File: config.mk
export PLATFORM = sky130hd
export DESIGN_NAME = interlaken_test_sequencer
export DESIGN_NICKNAME = d
export VERILOG_FILES = /design/src/rtl/interlaken_seq_pkg.sv /design/src/rtl/interlaken_test_sequencer_watchdog.sv /design/src/rtl/interlaken_test_sequencer.sv
export SDC_FILE = /design/constraint.sdc
export NUM_CORES = 1
export LEC_CHECK = 0
export ABC_AREA = 1
export CAP_MARGIN = 20
export CELL_PAD_IN_SITES_DETAIL_PLACEMENT = 2
export CELL_PAD_IN_SITES_GLOBAL_PLACEMENT = 2
export CORE_ASPECT_RATIO = 2
export CORE_MARGIN = 4
export CORE_UTILIZATION = 31
export CTS_BUF_LIST = sky130_fd_sc_hd__clkbuf_8
export DETAILED_ROUTE_END_ITERATION = 16
export GPL_TIMING_DRIVEN = 0
export MAX_ROUTING_LAYER = met4
export PLACE_DENSITY_LB_ADDON = 0.12
export REMOVE_ABC_BUFFERS = 1
export SLEW_MARGIN = 20
export SYNTH_ARGS = -nofsm -noshare
export SYNTH_HDL_FRONTEND = slang
export SYNTH_HIERARCHICAL = 1
export SYNTH_SLANG_ARGS = --single-unit
File: constraint.sdc
create_clock -name init_clk -period 4.8 [get_ports init_clk]
set_clock_uncertainty 0.2 [all_clocks]
set_input_delay 0.48 -clock init_clk [delete_from_list [all_inputs] [get_ports init_clk]]
set_output_delay 0.48 -clock init_clk [all_outputs]
set_load 0.005 [all_outputs]
File: src/rtl/interlaken_seq_pkg.sv
// Shared types and helpers for the Interlaken test sequencer.
package interlaken_seq_pkg;

    // Widest core count the sequencer supports; narrower masks are zero-padded.
    localparam int MAX_CORES = 8;

    typedef enum logic [3:0] {
        S_GT_LOCK_WAIT  = 4'd0,
        S_RX_ALIGN_WAIT = 4'd1,
        S_SEND          = 4'd2,
        S_RECEIVE       = 4'd3,
        S_ROUND_END     = 4'd4,
        S_RESTART_WAIT  = 4'd5,
        S_RESTART       = 4'd6,
        S_BUSY_WAIT     = 4'd7,
        S_DONE_WAIT     = 4'd8,
        S_DONE          = 4'd9,
        S_ERROR         = 4'd10,
        S_RERUN         = 4'd11
    } seq_state_t;

    // True when every enabled core reports x; disabled cores count as satisfied.
    function automatic logic all_of(input logic [MAX_CORES-1:0] x,
                                    input logic [MAX_CORES-1:0] en);
        return &(x | ~en);
    endfunction

    // True when at least one enabled core reports x.
    function automatic logic any_of(input logic [MAX_CORES-1:0] x,
                                    input logic [MAX_CORES-1:0] en);
        return |(x & en);
    endfunction

endpackage

File: src/rtl/interlaken_test_sequencer_watchdog.sv
// Per-state watchdog: clears on every state change, flags the cycle in
// which the count reaches all-ones (cycle 2^WIDTH-1 spent in one state).
module interlaken_seq_watchdog #(
    parameter int WIDTH = 20
) (
    input  logic clk,
    input  logic reset,
    input  logic clear,
    input  logic enable,
    output logic expired
);

    // Requires WIDTH >= 2; TERM is the count that becomes all-ones this cycle.
    localparam logic [WIDTH-1:0] TERM = {{(WIDTH-1){1'b1}}, 1'b0};

    logic [WIDTH-1:0] count;

    // Up-count while enabled, holding at all-ones so it never wraps.
    always_ff @(posedge clk) begin
        if (reset || clear) begin
            count <= '0;
        end else if (enable && (count != '1)) begin
            count <= count + 1'b1;
        end
    end

    assign expired = enable && (count == TERM);

endmodule

File: src/rtl/interlaken_test_sequencer.sv
// Run controller for the Interlaken latency-measurement top level.
//
//   state            | meaning
//   -----------------+---------------------------------------------------
//   GT_LOCK_WAIT     | wait for all enabled cores to report GT lock
//   RX_ALIGN_WAIT    | wait for all enabled cores to report RX alignment
//   SEND             | packet generator running, wait for tx_done
//   RECEIVE          | wait for rx_done, latency still counting
//   ROUND_END        | one cycle: pm tick, round count advance
//   RESTART_WAIT     | wait for all cores to go idle
//   RESTART          | one cycle restart pulse to the exdes
//   BUSY_WAIT        | wait for all cores to pick up the restart
//   DONE_WAIT        | last round finished, wait for idle
//   DONE             | run passed, wait for run_start
//   ERROR            | run failed or timed out, wait for run_start
//   RERUN            | hold sys_reset for RST_CYCLES, then start over
module interlaken_test_sequencer
    import interlaken_seq_pkg::*;
#(
    parameter int NUM_CORES  = 2,
    parameter int NUM_ROUNDS = 2,
    parameter int TIMEOUT_W  = 20,
    parameter int LAT_W      = 16,
    parameter int RST_CYCLES = 16
) (
    input  logic                 init_clk,
    input  logic                 clk_reset,
    input  logic [NUM_CORES-1:0] core_en,
    input  logic                 run_start,
    input  logic [NUM_CORES-1:0] tx_done,
    input  logic [NUM_CORES-1:0] tx_busy,
    input  logic [NUM_CORES-1:0] tx_fail,
    input  logic [NUM_CORES-1:0] rx_gt_locked,
    input  logic [NUM_CORES-1:0] rx_aligned,
    input  logic [NUM_CORES-1:0] rx_done,
    input  logic [NUM_CORES-1:0] rx_failed,
    input  logic [NUM_CORES-1:0] rx_busy,
    output logic                 sys_reset,
    output logic                 lbus_tx_rx_restart_in,
    output logic                 s_axi_pm_tick,
    output logic [3:0]           state,
    output logic [7:0]           round_cnt,
    output logic [LAT_W-1:0]     last_latency,
    output logic [LAT_W-1:0]     max_latency,
    output logic                 run_done,
    output logic                 run_pass,
    output logic                 timed_out,
    output logic [3:0]           fail_state
);

    localparam int               RST_W    = (RST_CYCLES > 1) ? $clog2(RST_CYCLES) : 1;
    localparam logic [RST_W-1:0] RST_LOAD = RST_W'(RST_CYCLES - 1);

    seq_state_t           state_q;
    seq_state_t           state_next;
    logic [NUM_CORES-1:0] en_q;
    logic [RST_W-1:0]     rst_cnt_q;
    logic [LAT_W-1:0]     latency_q;
    logic [LAT_W-1:0]     lat_inc;
    logic                 timeout_hit;
    logic                 wd_expired;
    logic                 wd_clear;
    logic                 wd_enable;

    function automatic logic [MAX_CORES-1:0] widen(input logic [NUM_CORES-1:0] v);
        widen = '0;
        widen[NUM_CORES-1:0] = v;
    endfunction

    logic [MAX_CORES-1:0] en_w;
    logic locked_all, aligned_all, tx_done_all, rx_done_all;
    logic busy_all, idle_all, fail_any, round_last;

    assign en_w        = widen(en_q);
    assign locked_all  = all_of(widen(rx_gt_locked), en_w);
    assign aligned_all = all_of(widen(rx_aligned), en_w);
    assign tx_done_all = all_of(widen(tx_done), en_w);
    assign rx_done_all = all_of(widen(rx_done), en_w);
    assign busy_all    = all_of(widen(tx_busy), en_w) & all_of(widen(rx_busy), en_w);
    assign idle_all    = ~any_of(widen(tx_busy), en_w) & ~any_of(widen(rx_busy), en_w);
    assign fail_any    = any_of(widen(tx_fail), en_w) | any_of(widen(rx_failed), en_w);
    assign round_last  = (({1'b0, round_cnt} + 9'd1) == 9'(NUM_ROUNDS));

    // Latency figure includes the closing cycle, so it equals cycles spent in SEND+RECEIVE.
    assign lat_inc = (latency_q == '1) ? latency_q : latency_q + 1'b1;

    assign wd_clear  = (state_next != state_q);
    assign wd_enable = (state_q != S_DONE) && (state_q != S_ERROR);

    interlaken_seq_watchdog #(
        .WIDTH (TIMEOUT_W)
    ) u_watchdog (
        .clk     (init_clk),
        .reset   (clk_reset),
        .clear   (wd_clear),
        .enable  (wd_enable),
        .expired (wd_expired)
    );

    // State register.
    always_ff @(posedge init_clk) begin
        if (clk_reset) begin
            state_q <= S_GT_LOCK_WAIT;
        end else begin
            state_q <= state_next;
        end
    end

    // Next-state logic; failures beat done, normal progress beats the watchdog.
    always_comb begin
        state_next  = state_q;
        timeout_hit = 1'b0;
        case (state_q)
            S_GT_LOCK_WAIT: begin
                if (en_q == '0)      state_next = S_ERROR;
                else if (locked_all) state_next = S_RX_ALIGN_WAIT;
            end
            S_RX_ALIGN_WAIT: if (aligned_all) state_next = S_SEND;
            S_SEND: begin
                if (fail_any)         state_next = S_ERROR;
                else if (tx_done_all) state_next = S_RECEIVE;
            end
            S_RECEIVE: begin
                if (fail_any)         state_next = S_ERROR;
                else if (rx_done_all) state_next = S_ROUND_END;
            end
            S_ROUND_END:    state_next = round_last ? S_DONE_WAIT : S_RESTART_WAIT;
            S_RESTART_WAIT: if (idle_all) state_next = S_RESTART;
            S_RESTART:      state_next = S_BUSY_WAIT;
            S_BUSY_WAIT:    if (busy_all) state_next = S_SEND;
            S_DONE_WAIT:    if (idle_all) state_next = S_DONE;
            S_DONE,
            S_ERROR:        if (run_start) state_next = S_RERUN;
            S_RERUN:        if (rst_cnt_q == '0) state_next = S_GT_LOCK_WAIT;
            default:        state_next = S_GT_LOCK_WAIT;
        endcase
        if ((state_next == state_q) && wd_expired) begin
            state_next  = S_ERROR;
            timeout_hit = 1'b1;
        end
    end

    // Moore pulse outputs decoded straight from the state register.
    always_comb begin
        lbus_tx_rx_restart_in = 1'b0;
        s_axi_pm_tick         = 1'b0;
        case (state_q)
            S_RESTART:   lbus_tx_rx_restart_in = 1'b1;
            S_ROUND_END: s_axi_pm_tick         = 1'b1;
            default: ;
        endcase
    end

    assign state = state_q;

    // Enable mask, rerun timer, latency measurement and sticky run status.
    always_ff @(posedge init_clk) begin
        if (clk_reset) begin
            en_q         <= core_en;
            sys_reset    <= 1'b1;
            rst_cnt_q    <= '0;
            latency_q    <= '0;
            last_latency <= '0;
            max_latency  <= '0;
            round_cnt    <= '0;
            run_done     <= 1'b0;
            run_pass     <= 1'b0;
            timed_out    <= 1'b0;
            fail_state   <= '0;
        end else begin
            sys_reset <= (state_next == S_RERUN);

            if ((state_next == S_RERUN) && (state_q != S_RERUN)) begin
                en_q         <= core_en;
                rst_cnt_q    <= RST_LOAD;
                latency_q    <= '0;
                last_latency <= '0;
                max_latency  <= '0;
                round_cnt    <= '0;
                run_done     <= 1'b0;
                run_pass     <= 1'b0;
                timed_out    <= 1'b0;
                fail_state   <= '0;
            end else if (state_q == S_RERUN) begin
                en_q <= core_en;
                if (rst_cnt_q != '0) rst_cnt_q <= rst_cnt_q - 1'b1;
            end

            if ((state_next == S_SEND) && (state_q != S_SEND)) begin
                latency_q <= '0;
            end else if ((state_q == S_SEND) || (state_q == S_RECEIVE)) begin
                latency_q <= lat_inc;
            end

            if ((state_q == S_RECEIVE) && (state_next == S_ROUND_END)) begin
                last_latency <= lat_inc;
                if (lat_inc > max_latency) max_latency <= lat_inc;
            end

            if (state_q == S_ROUND_END) round_cnt <= round_cnt + 8'd1;

            if ((state_next == S_ERROR) && (state_q != S_ERROR)) begin
                run_done   <= 1'b1;
                run_pass   <= 1'b0;
                timed_out  <= timeout_hit;
                fail_state <= state_q;
            end

            if ((state_q == S_DONE_WAIT) && (state_next == S_DONE)) begin
                run_done <= 1'b1;
                run_pass <= 1'b1;
            end
        end
    end

endmodule

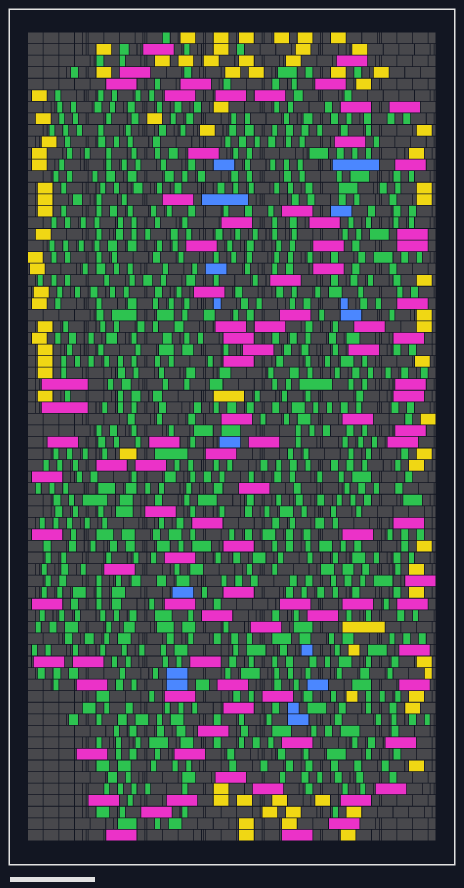
(images/cell_classes.png)
The bar under the picture is 20 um long. Fill, decap, tap and diode cells in grey.
[clock drivers and dummy loads] blue | cells: 16
[other buffers and delay cells] yellow | cells: 79
[all other logic] green | cells: 755
[flops] magenta | cells: 94

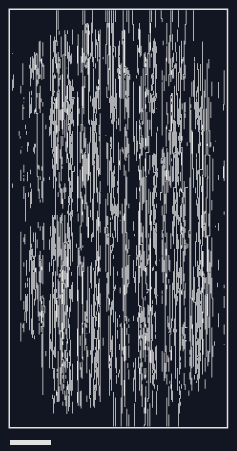
(images/met2.png)
The bar under the picture is 20 um long.
nets with wire on the layer: 899
longest straight run: 90.7 um
share of all routed wire: 61%
wire length on this layer: 12900 um

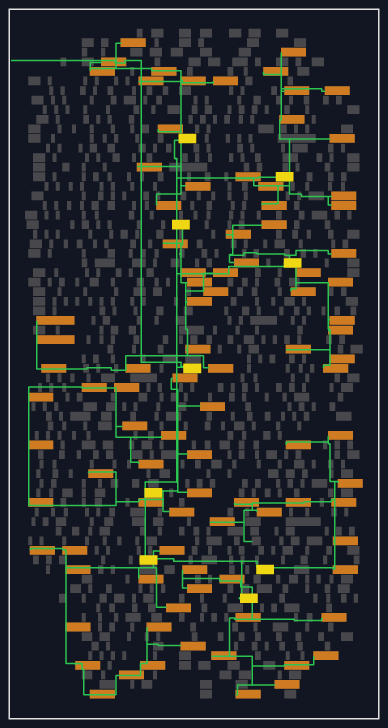
(images/clock_map.png)
[clock wires] green | length: 1510 um
[cells driving clock nets] yellow | count: 9
[flip-flops] orange | count: 94
flops lie: spread over the die

==> out/qor.csv <==
stage,metric,value,unit
hold_path,holdPathEnd,last_latency[13]$_SDFFE_PP0P_,
synthesis,synth_cell_types,41,
floorplanning,die_x,104.5,um
synthesis,async_flop_share,0,%
grt,grt.met1_usage,17.94,%
synthesis,logic_family,simple AND/OR/NAND/NOR gates,
sta,max_freq,0.2284,GHz
synthesis,synth-compound-area-share,13.06,%
synthesis,synth_area_per_cell,6.578,um^2
setup_path,cp.depth,16,
layout,inverters,116,
detailed_routing,drtPass1Iterations,4,
setup_path,r2r_cells,16,
cts,cts_tree,yes,
setup_path,crit_start,state[1]$_SDFF_PP0_,
grt,overflow,0,
power,p_comb,0.977,mW
detailed_routing,num_vias,6009,
synthesis,ys_cells,878,
layout,area_dominant_class,logic gates,
layout,logic_gate_count,639,
layout,largest_reg_flops,20,
sta,postLayoutSetupSlackWorst,0.4224,ns
grt,grt_pass1_vias,6662,
sta,hold_violations,0,
synthesis,synth_top_cell_by_count,nand2_1,
synthesis,simple_gate_share,35.49,%
synthesis,syn_inst,878,
sta,maxSlewHeadroom,38.31,%
synthesis,adder_share,4.766,%
detailed_routing,routedWlPerCell,18.15,um
detailed_routing,wl_met2,12880,um
cts,cts_setup_buffers,0,
sta,tns,0,ns
detailed_routing,totalWireLength,21060,um
power,power_density,360.2,mW/mm^2
sta,finalCritPeriodShare,91.20,%
setup_path,critPathKind,reg -> reg,
synthesis,topCellsByArea,"dfxtp_1 32%, nand2_1 15%, nand3_1 7.5%",
power,p_int,1.428,mW
synthesis,top_area_cell,dfxtp_1,
cts,clk_latency,0.40,ns
sta,holdWs,0.2869,ns
power,seq-power,0.906,mW
power,power_switching,1.072,mW
synthesis,mux_area_share,0,%
detailed_routing,top_layer_used,met4,
setup_path,reg2reg_from,state[1]$_SDFF_PP0_,
power,maxPowerGroup,combinational cells,
detailed_routing,drc_errors,0,
placement,postPlaceCellArea,0.006656,mm^2
status,status,completed,
detailed_routing,drt_iter0_markers,121,
layout,lay_top_count,nand2_1,
placement,dp_hpwl,16100,um
layout,diodes,0,
cts,ctsHoldBuffers,0,
power,finalPower,2.500,mW
setup_path,worstPathRequired,4.92,ns
cts,cts_root_buffer,clkbuf_8,
floorplanning,die_h,201.0,um
layout,area_delta_synth_final,20.17,%
setup_path,cp_cell_sequence,nor2_1 -> inv_1 -> nor2_1 -> nand2_1 -> nand2_1 -> nand2_2 -> nand2_1 -> nor2_1 -> nand2_1 -> nand2_1 -> nand2_1 -> nand4_1 -> nand3b_1 -> nor2_1 -> inv_1 -> a21oi_1,
setup_path,crit_buf_inv,2,
layout,sh_comb_area,47.45,%
sta,rsz0062_at_grt,no,
layout,stdcell_count,1160,
power,vdd_drop_max,0.1454,mV
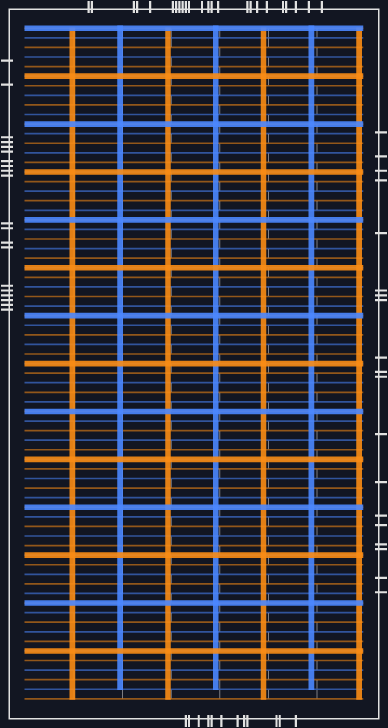
(images/pdn.png)
Pins as bars on the die edge. Tap cells in grey.
[VDD] blue
[VSS] orange
met1 rails: 71
tap cells: 216
rows: 70
met4 straps: 7
signal pins: 75

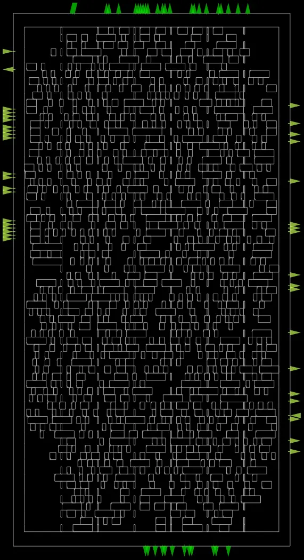
(images/final_placement.png)
flop count: 94
Seq/total area: 27.40%
core area: 0.01831 mm^2
Fillers: 2224

Power and IR drop assume default switching activity.
